[config.mk]
export PLATFORM = sky130hd
export DESIGN_NAME = quad_gate_tester
export DESIGN_NICKNAME = d
export VERILOG_FILES = /design/src/rtl/quad_gate_tester.sv
export SDC_FILE = /design/constraint.sdc
export NUM_CORES = 1
export LEC_CHECK = 0
export ABC_AREA = 1
export CAP_MARGIN = 25
export CORE_MARGIN = 3
export CORE_UTILIZATION = 55
export DETAILED_ROUTE_END_ITERATION = 6
export GPL_ROUTABILITY_DRIVEN = 0
export PLACE_DENSITY = 0.83
export SYNTH_ARGS = -nofsm -noshare
export SYNTH_HDL_FRONTEND = slang
export SYNTH_SLANG_ARGS = --single-unit
[constraint.sdc]
create_clock -name clk -period 3.9 [get_ports clk]
set_input_delay 0.78 -clock clk [delete_from_list [all_inputs] [get_ports clk]]
set_output_delay 0.78 -clock clk [all_outputs]
set_load 0.005 [all_outputs]
[src/rtl/quad_gate_tester.sv]
// Self-test sequencer for one quad 2-input gate IP (AND/OR/NAND/NOR).
// Walks four rotated input vectors, samples Y after a settle time and reports per-gate failures.
module quad_gate_tester #(
   parameter int unsigned SETTLE_CYCLES = 4,
   parameter logic [1:0]  FUNC          = 2'd1
) (
   input  logic       clk,
   input  logic       rst_n,
   input  logic       start,
   output logic [3:0] a_out,
   output logic [3:0] b_out,
   input  logic [3:0] y_in,
   output logic       busy,
   output logic       done,
   output logic       pass,
   output logic [3:0] fail_mask,
   output logic [1:0] fail_vec
);

   typedef enum logic [1:0] {StIdle, StSettle, StSample, StDone} state_e;

   localparam logic [7:0] SettleLast = 8'(SETTLE_CYCLES - 1);

   state_e     state_q, state_d;
   logic [1:0] vec_q, vec_d;
   logic [7:0] cnt_q, cnt_d;
   logic [3:0] a_q, a_d;
   logic [3:0] b_q, b_d;
   logic [3:0] mask_q, mask_d;
   logic [1:0] fvec_q, fvec_d;
   logic       pass_q, pass_d;
   logic       done_q, done_d;
   logic [3:0] exp_y;
   logic [3:0] mismatch;

   // Gate i gets code (v+i) mod 4 so every gate sees a different combination per step.
   function automatic logic [3:0] code_a(input logic [1:0] v);
      logic [1:0] c;
      for (int i = 0; i < 4; i++) begin
         c         = v + 2'(i);
         code_a[i] = c[1];
      end
   endfunction

   function automatic logic [3:0] code_b(input logic [1:0] v);
      logic [1:0] c;
      for (int i = 0; i < 4; i++) begin
         c         = v + 2'(i);
         code_b[i] = c[0];
      end
   endfunction

   function automatic logic [3:0] gate_expect(input logic [3:0] a, input logic [3:0] b);
      case (FUNC)
         2'd0:    gate_expect = a & b;
         2'd1:    gate_expect = a | b;
         2'd2:    gate_expect = ~(a & b);
         default: gate_expect = ~(a | b);
      endcase
   endfunction

   // a_q/b_q hold the current vector during SAMPLE, so expected Y derives from them.
   assign exp_y    = gate_expect(a_q, b_q);
   assign mismatch = y_in ^ exp_y;

   always_comb begin
      state_d = state_q;
      vec_d   = vec_q;
      cnt_d   = cnt_q;
      a_d     = a_q;
      b_d     = b_q;
      mask_d  = mask_q;
      fvec_d  = fvec_q;
      pass_d  = pass_q;
      done_d  = 1'b0;

      unique case (state_q)
         StIdle: begin
            a_d = '0;
            b_d = '0;
            if (start) begin
               state_d = StSettle;
               vec_d   = 2'd0;
               cnt_d   = 8'd0;
               mask_d  = '0;
               fvec_d  = 2'd0;
               pass_d  = 1'b0;
               a_d     = code_a(2'd0);
               b_d     = code_b(2'd0);
            end
         end

         StSettle: begin
            cnt_d = cnt_q + 8'd1;
            if (cnt_q >= SettleLast) begin
               state_d = StSample;
            end
         end

         StSample: begin
            mask_d = mask_q | mismatch;
            if ((mask_q == 4'd0) && (mismatch != 4'd0)) begin
               fvec_d = vec_q;
            end
            if (vec_q == 2'd3) begin
               state_d = StDone;
               done_d  = 1'b1;
               pass_d  = ((mask_q | mismatch) == 4'd0);
               a_d     = '0;
               b_d     = '0;
            end else begin
               state_d = StSettle;
               vec_d   = vec_q + 2'd1;
               cnt_d   = 8'd0;
               a_d     = code_a(vec_q + 2'd1);
               b_d     = code_b(vec_q + 2'd1);
            end
         end

         StDone: begin
            state_d = StIdle;
            a_d     = '0;
            b_d     = '0;
         end

         default: begin
            state_d = StIdle;
         end
      endcase
   end

   always_ff @(posedge clk) begin
      if (!rst_n) begin
         state_q <= StIdle;
         vec_q   <= 2'd0;
         cnt_q   <= 8'd0;
         a_q     <= '0;
         b_q     <= '0;
         mask_q  <= '0;
         fvec_q  <= 2'd0;
         pass_q  <= 1'b0;
         done_q  <= 1'b0;
      end else begin
         state_q <= state_d;
         vec_q   <= vec_d;
         cnt_q   <= cnt_d;
         a_q     <= a_d;
         b_q     <= b_d;
         mask_q  <= mask_d;
         fvec_q  <= fvec_d;
         pass_q  <= pass_d;
         done_q  <= done_d;
      end
   end

   assign a_out     = a_q;
   assign b_out     = b_q;
   assign busy      = (state_q != StIdle);
   assign done      = done_q;
   assign pass      = pass_q;
   assign fail_mask = mask_q;
   assign fail_vec  = fvec_q;

endmodule
==> run_1/final_congestion.png <==
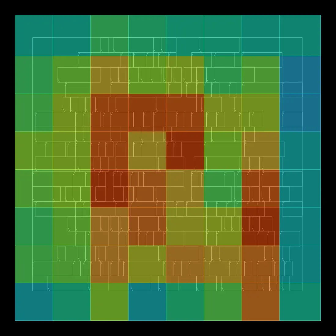
M1 GR Usage: 25.6%
GRT Max-Usage Layer: met2
global routing usage on met2: 34.5%

==> run_1/gate_families.png <==
Scale bar: 20 µm.
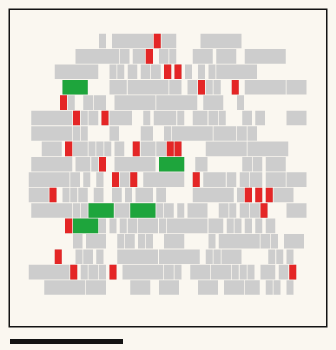
Green stands for adder and majority cells, cells 5. Red stands for inverters, cells 27, where spread over the die.
logic share of the area: 43.4%
Post-Layout Cell Count: 235
Commonest Layout Cell: sky130_fd_sc_hd__nand2_1

==> changes_impl.md, run 1 <==
### Implementation results

* Sequential cells at 26
* Max rail drop VDD at 0.225 mV
* Flop area at 520 µm²
* Critical path's slowest cell: sky130_fd_sc_hd__clkdlybuf4s50_1
* Startpoint kind of the worst setup timing path: flop
* Worst hold path stage count at 2
* CLK BUF at 3
* Total standard cell area after synthesis at 1360 µm²
* Maximum achievable frequency at 456 MHz
* Slack of the worst reg-to-reg path at 2.45 ns
* Result of the run: finished clean
* Placed wire-length estimate at 2290 µm
* Post-cts resize count at 0
* Global-route usage over all layers at 20.1%
* Total grt overflow at 0
* First-pass GRT wire length at 5110 µm
* Tap Count at 28
* CTS sink count at 26
* Headroom to the max-slew limit at 64.6%
* Maximum buffer depth of the clock tree at 2
* Share of final layout cell area taken by clock buffers and inverters at 1.40%
* CTS buffer count at 3
* Post-synth tally of flip-flops with integrated enable at 0
* Top library cells by usage in the layout, fill and taps aside: sky130_fd_sc_hd__nand2_1, sky130_fd_sc_hd__dfxtp_1, sky130_fd_sc_hd__inv_1
* Post-layout net count at 221
* Total cell area reported by yosys after synthesis at 1360 µm²
* Via total after detailed routing at 1258
* Number of vias per cell after detailed routing at 5.35
* Area taken by multi-input logic gates at 698 µm²
* Slowest Stage Delay on Critical Path at 0.50 ns
* Most area-hungry cell type in the Yosys netlist: sky130_fd_sc_hd__dfxtp_1
* Total die size at 3110 µm²
* Mean routed wirelength per cell at 12.5 µm
==> run_1/registers.png <==
Scale bar: 20 µm. Other sequential cells in the stronger gray, the rest of the logic in the fainter gray.
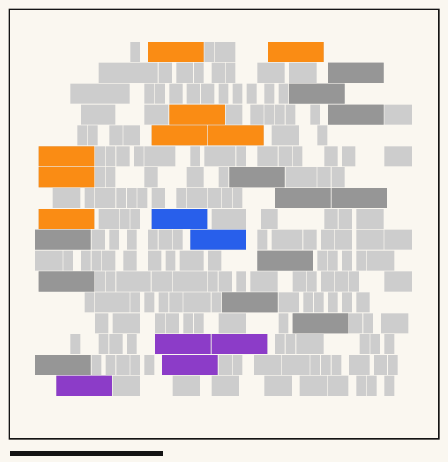
Orange stands for cnt_q, placed flops 8. Purple stands for a_out, placed flops 4, where bottom middle. Blue stands for vec_q, placed flops 2.
Another 12 sequential cells are not colored.

==> run_1/zoom.png <==
Scale bar: 5 µm. Window x 18 to 38, y 29 to 49 µm. Cells in gray, sequential cells in the stronger gray; small squares are vias.
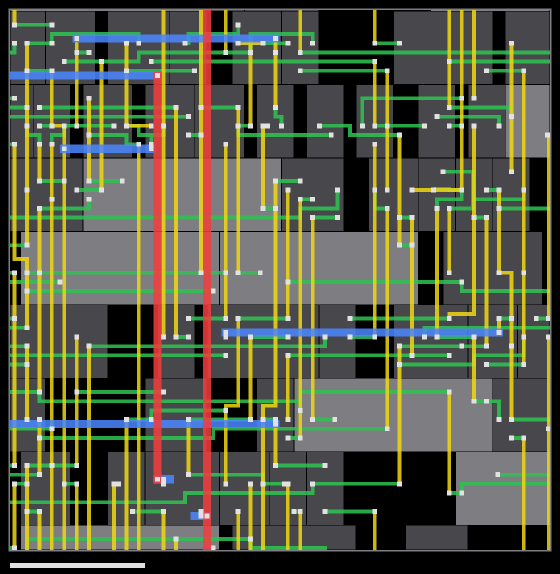
Red stands for met4. Green stands for met1. Yellow stands for met2. Blue stands for met3.
44 logic cells have their middle in the window. Sequential cells in the window: 4. Netlist names of flops here include cnt_q (3), state_q (1). Most frequent: nand2_1 (8), inv_1 (6).

[run 1: state kept, by name, indices dropped and copies added, names as in the netlist]
name	flops
cnt_q	8
vec_q	2
done	1
state_q	2
fail_mask	4
b_out	2
a_out	4
fail_vec	2
pass	1
[run 1: final timing paths]
path,to,start
worst max-delay path,busy,state_q[0]$_SDFFE_PN0P_
worst min-delay path,cnt_q[6]$_SDFFE_PN0P_,cnt_q[5]$_SDFFE_PN0P_
worst max register to register,state_q[0]$_SDFFE_PN0P_,cnt_q[0]$_SDFFE_PN0P_
worst min register to register,cnt_q[6]$_SDFFE_PN0P_,cnt_q[5]$_SDFFE_PN0P_
[run 1: metrics by stage]
stage	util, %	std cells	total power, mW	worst slack (ns)	instance area, µm²
after global placement	69.7	232	0.352	1.76	1590
after CTS	70.6	235	0.465	1.70	1610
after detailed placement	69.7	232	0.355	1.65	1590
final	70.6	235	0.463	1.71	1610
after floorplan	-	187	0.329	2.43	1360
after global routing	70.6	235	0.488	1.58	1610
[run 1: cell families (layout without fill, tap and decap cells)]
logic type / after synthesis / count (layout) / share of synthesized area, %
AND-OR/OR-AND: 29 / 29 / 12.1
XOR/XNOR: 1 / 1 / 0.642
adder cells (fa/ha/maj): 5 / 5 / 4.59
buffers and inverters: 33 / 53 / 10.6
flip-flops: 26 / 26 / 38.2
AND/OR/NAND/NOR: 93 / 93 / 33.9
[run 1: report_power, final]
group	switching (mW)	leakage (nW)	internal (mW)	total [mW]
Clock	0.0777	0.0138	0.0363	0.114
Sequential	0.00799	0.211	0.273	0.281
Combinational	0.0374	0.457	0.0308	0.0682
[run 1: tightest hold or removal path, cell delays in order (launching register included)]
cell,delay [ns]
sky130_fd_sc_hd__dfxtp_1,0.34
sky130_fd_sc_hd__nand2_1,0.07
sky130_fd_sc_hd__a21oi_1,0.05
==> inputs of run 2 (changes only) <==
--- a/config.mk
+++ b/config.mk
@@ -8,10 +8,10 @@
 export ABC_AREA = 1
 export CAP_MARGIN = 25
 export CORE_MARGIN = 3
-export CORE_UTILIZATION = 55
+export CORE_UTILIZATION = 51
 export DETAILED_ROUTE_END_ITERATION = 6
 export GPL_ROUTABILITY_DRIVEN = 0
-export PLACE_DENSITY = 0.83
+export PLACE_DENSITY = 0.78
 export SYNTH_ARGS = -nofsm -noshare
 export SYNTH_HDL_FRONTEND = slang
 export SYNTH_SLANG_ARGS = --single-unit
==> constraint.sdc (replaced) <==
create_clock -name clk -period 2.15 [get_ports clk]
set_input_delay 0.43 -clock clk [delete_from_list [all_inputs] [get_ports clk]]
set_output_delay 0.43 -clock clk [all_outputs]
set_load 0.005 [all_outputs]
==> run_2/zoom.png <==
Scale bar: 5 µm. Window x 19 to 39, y 30 to 50 µm. Cells in gray, sequential cells in the stronger gray; small squares are vias.
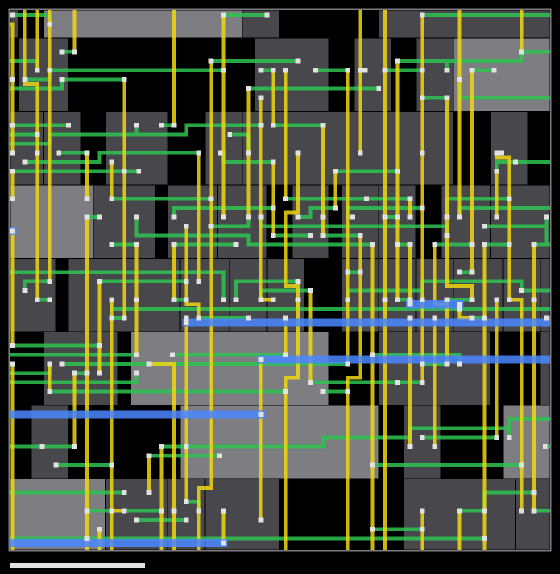
Yellow stands for met2. Blue stands for met3. Green stands for met1.
Most frequent: nand2_1 (8), inv_1 (6), nor2_1 (3). Sequential cells in the window: 2. Netlist names of flops here include cnt_q (1), state_q (1). 38 logic cells have their middle in the window.

==> run_2/metal_stack.png <==
Scale bar: 20 µm.
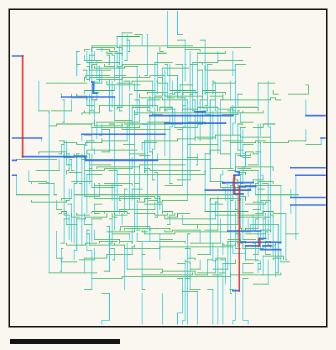
Blue stands for met3, wire length 162 µm. Red stands for met4, wire length 42.2 µm. Green stands for met1, wire length 1310 µm. Cyan stands for met2, wire length 1390 µm.
mean routed wirelength per cell: 12.2 µm
DRT Wirelength: 2900 µm

==> changes_impl.md, run 2 <==
### Implementation results

* Result of the run: finished clean (unchanged)
* Maximum buffer depth of the clock tree at 2 (unchanged)
* Via total after detailed routing at 1239 (was 1258)
* Largest reg by FF count: cnt_q (unchanged)
* Placed wire-length estimate at 2280 µm (was 2290 µm)
* Total cell area reported by yosys after synthesis at 1360 µm² (unchanged)
* Total die size at 3330 µm² (was 3110 µm²)
* Adder and majority cell fraction of the synthesized area at 4.59% (unchanged)
* Aoi/oai-family share of the synthesized area at 12.1% (unchanged)
* Critical path's slowest cell: sky130_fd_sc_hd__clkdlybuf4s50_1 (unchanged)
* Post-cts resize count at 0 (unchanged)
* Global-route usage over all layers at 18.6% (was 20.1%)
* Final WS setup at 0.292 ns (was 1.71 ns)
* Number of DRC markers in iteration 0 at 59 (was 31)
* Most area-hungry cell type in the Yosys netlist: sky130_fd_sc_hd__dfxtp_1 (unchanged)
* Post-synthesis mux area share at 0% (unchanged)
* Placement Setup Slack at 0.311 ns (was 1.65 ns)
* Max rail drop VDD at 0.711 mV (was 0.225 mV)
* Xor-xnor portion of the synthesized cell area at 0.642% (unchanged)
* Number of vias per cell after detailed routing at 5.21 (was 5.35)
* First-pass GRT wire length at 4890 µm (was 5110 µm)
* CTS sink count at 26 (unchanged)
* Total grt overflow at 0 (unchanged)
* Top logic family: simple AND/OR/NAND/NOR gates (unchanged)
* Slowest Stage Delay on Critical Path at 0.50 ns (about the same)
* CTS buffer count at 3 (unchanged)
* Flip-flop count of the largest register, all copies and words added at 8 (unchanged)
* Startpoint kind of the worst setup timing path: flop (unchanged)
* Share of synthesized cell area in and, or, nand and nor gates at 33.9% (unchanged)
* Maximum achievable frequency at 538 MHz
* Slack of the worst reg-to-reg path at 0.64 ns (was 2.45 ns)
* Commonest Layout Cell: sky130_fd_sc_hd__nand2_1 (unchanged)
* Top library cells by usage in the layout, fill and taps aside: sky130_fd_sc_hd__nand2_1, sky130_fd_sc_hd__dfxtp_1, sky130_fd_sc_hd__inv_1 (unchanged)
==> run_2/final_congestion.png <==
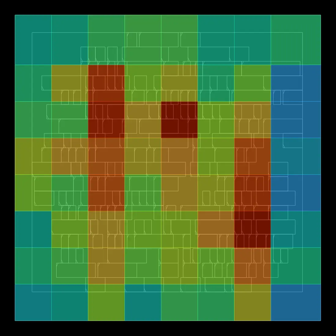
M1 GR Usage: 23.5%
global routing usage on met2: 30.6%

## run 2: worst reg2reg max path: stages (launching register included)
cell                      delay (ns)
sky130_fd_sc_hd__dfxtp_1        0.40
sky130_fd_sc_hd__ha_1           0.29
sky130_fd_sc_hd__nor2_1         0.17
sky130_fd_sc_hd__nand3_1        0.09
sky130_fd_sc_hd__nor3_1         0.26
sky130_fd_sc_hd__o21a_1         0.16
sky130_fd_sc_hd__nor2_1         0.03
## run 2: routing by layer
layer	GRT usage [%]	part of all wire, %
met1	23.5	45
met2	30.6	48
met3	5.12	5.5
met4	6.29	1.4
met5	0	0
## run 2: path summary, 6_finish.rpt
check / from / end / cells past startpoint
max: state_q[0]$_SDFFE_PN0P_ / busy / 3
min: cnt_q[5]$_SDFFE_PN0P_ / cnt_q[6]$_SDFFE_PN0P_ / 2
max reg2reg: cnt_q[0]$_SDFFE_PN0P_ / state_q[1]$_SDFFE_PN0P_ / 6
min reg2reg: cnt_q[5]$_SDFFE_PN0P_ / cnt_q[6]$_SDFFE_PN0P_ / 2
## run 2: final cells by class
class                   instances  area [µm²]
clock buffers                   3        22.5
clock inverters                 1        30.0
fillers                       217         860
multi-input cells             128         698
inverters                      27         101
well taps                      30        37.5
repair buffers                 23         230
flip-flops and latches         26         520
## run 2: stage by stage
step	power, mW	instances	hold slack, ns	cell area [µm²]	utilization [%]
CTS	0.982	238	0.477	1640	65.6
finish	0.971	238	0.476	1640	65.6
detailed placement	0.644	234	0.457	1590	63.5
global route	1.01	238	0.517	1640	65.6
floorplan	0.597	187	0.436	1360	-
global placement	0.639	234	0.443	1590	63.5
## run 2: where the power goes
group	total (mW)	switching, mW	internal (mW)
Combinational	0.123	0.0668	0.0560
Sequential	0.511	0.0161	0.495
Clock	0.337	0.148	0.189
Total	0.971	0.231	0.740
Power and IR drop assume default switching activity.
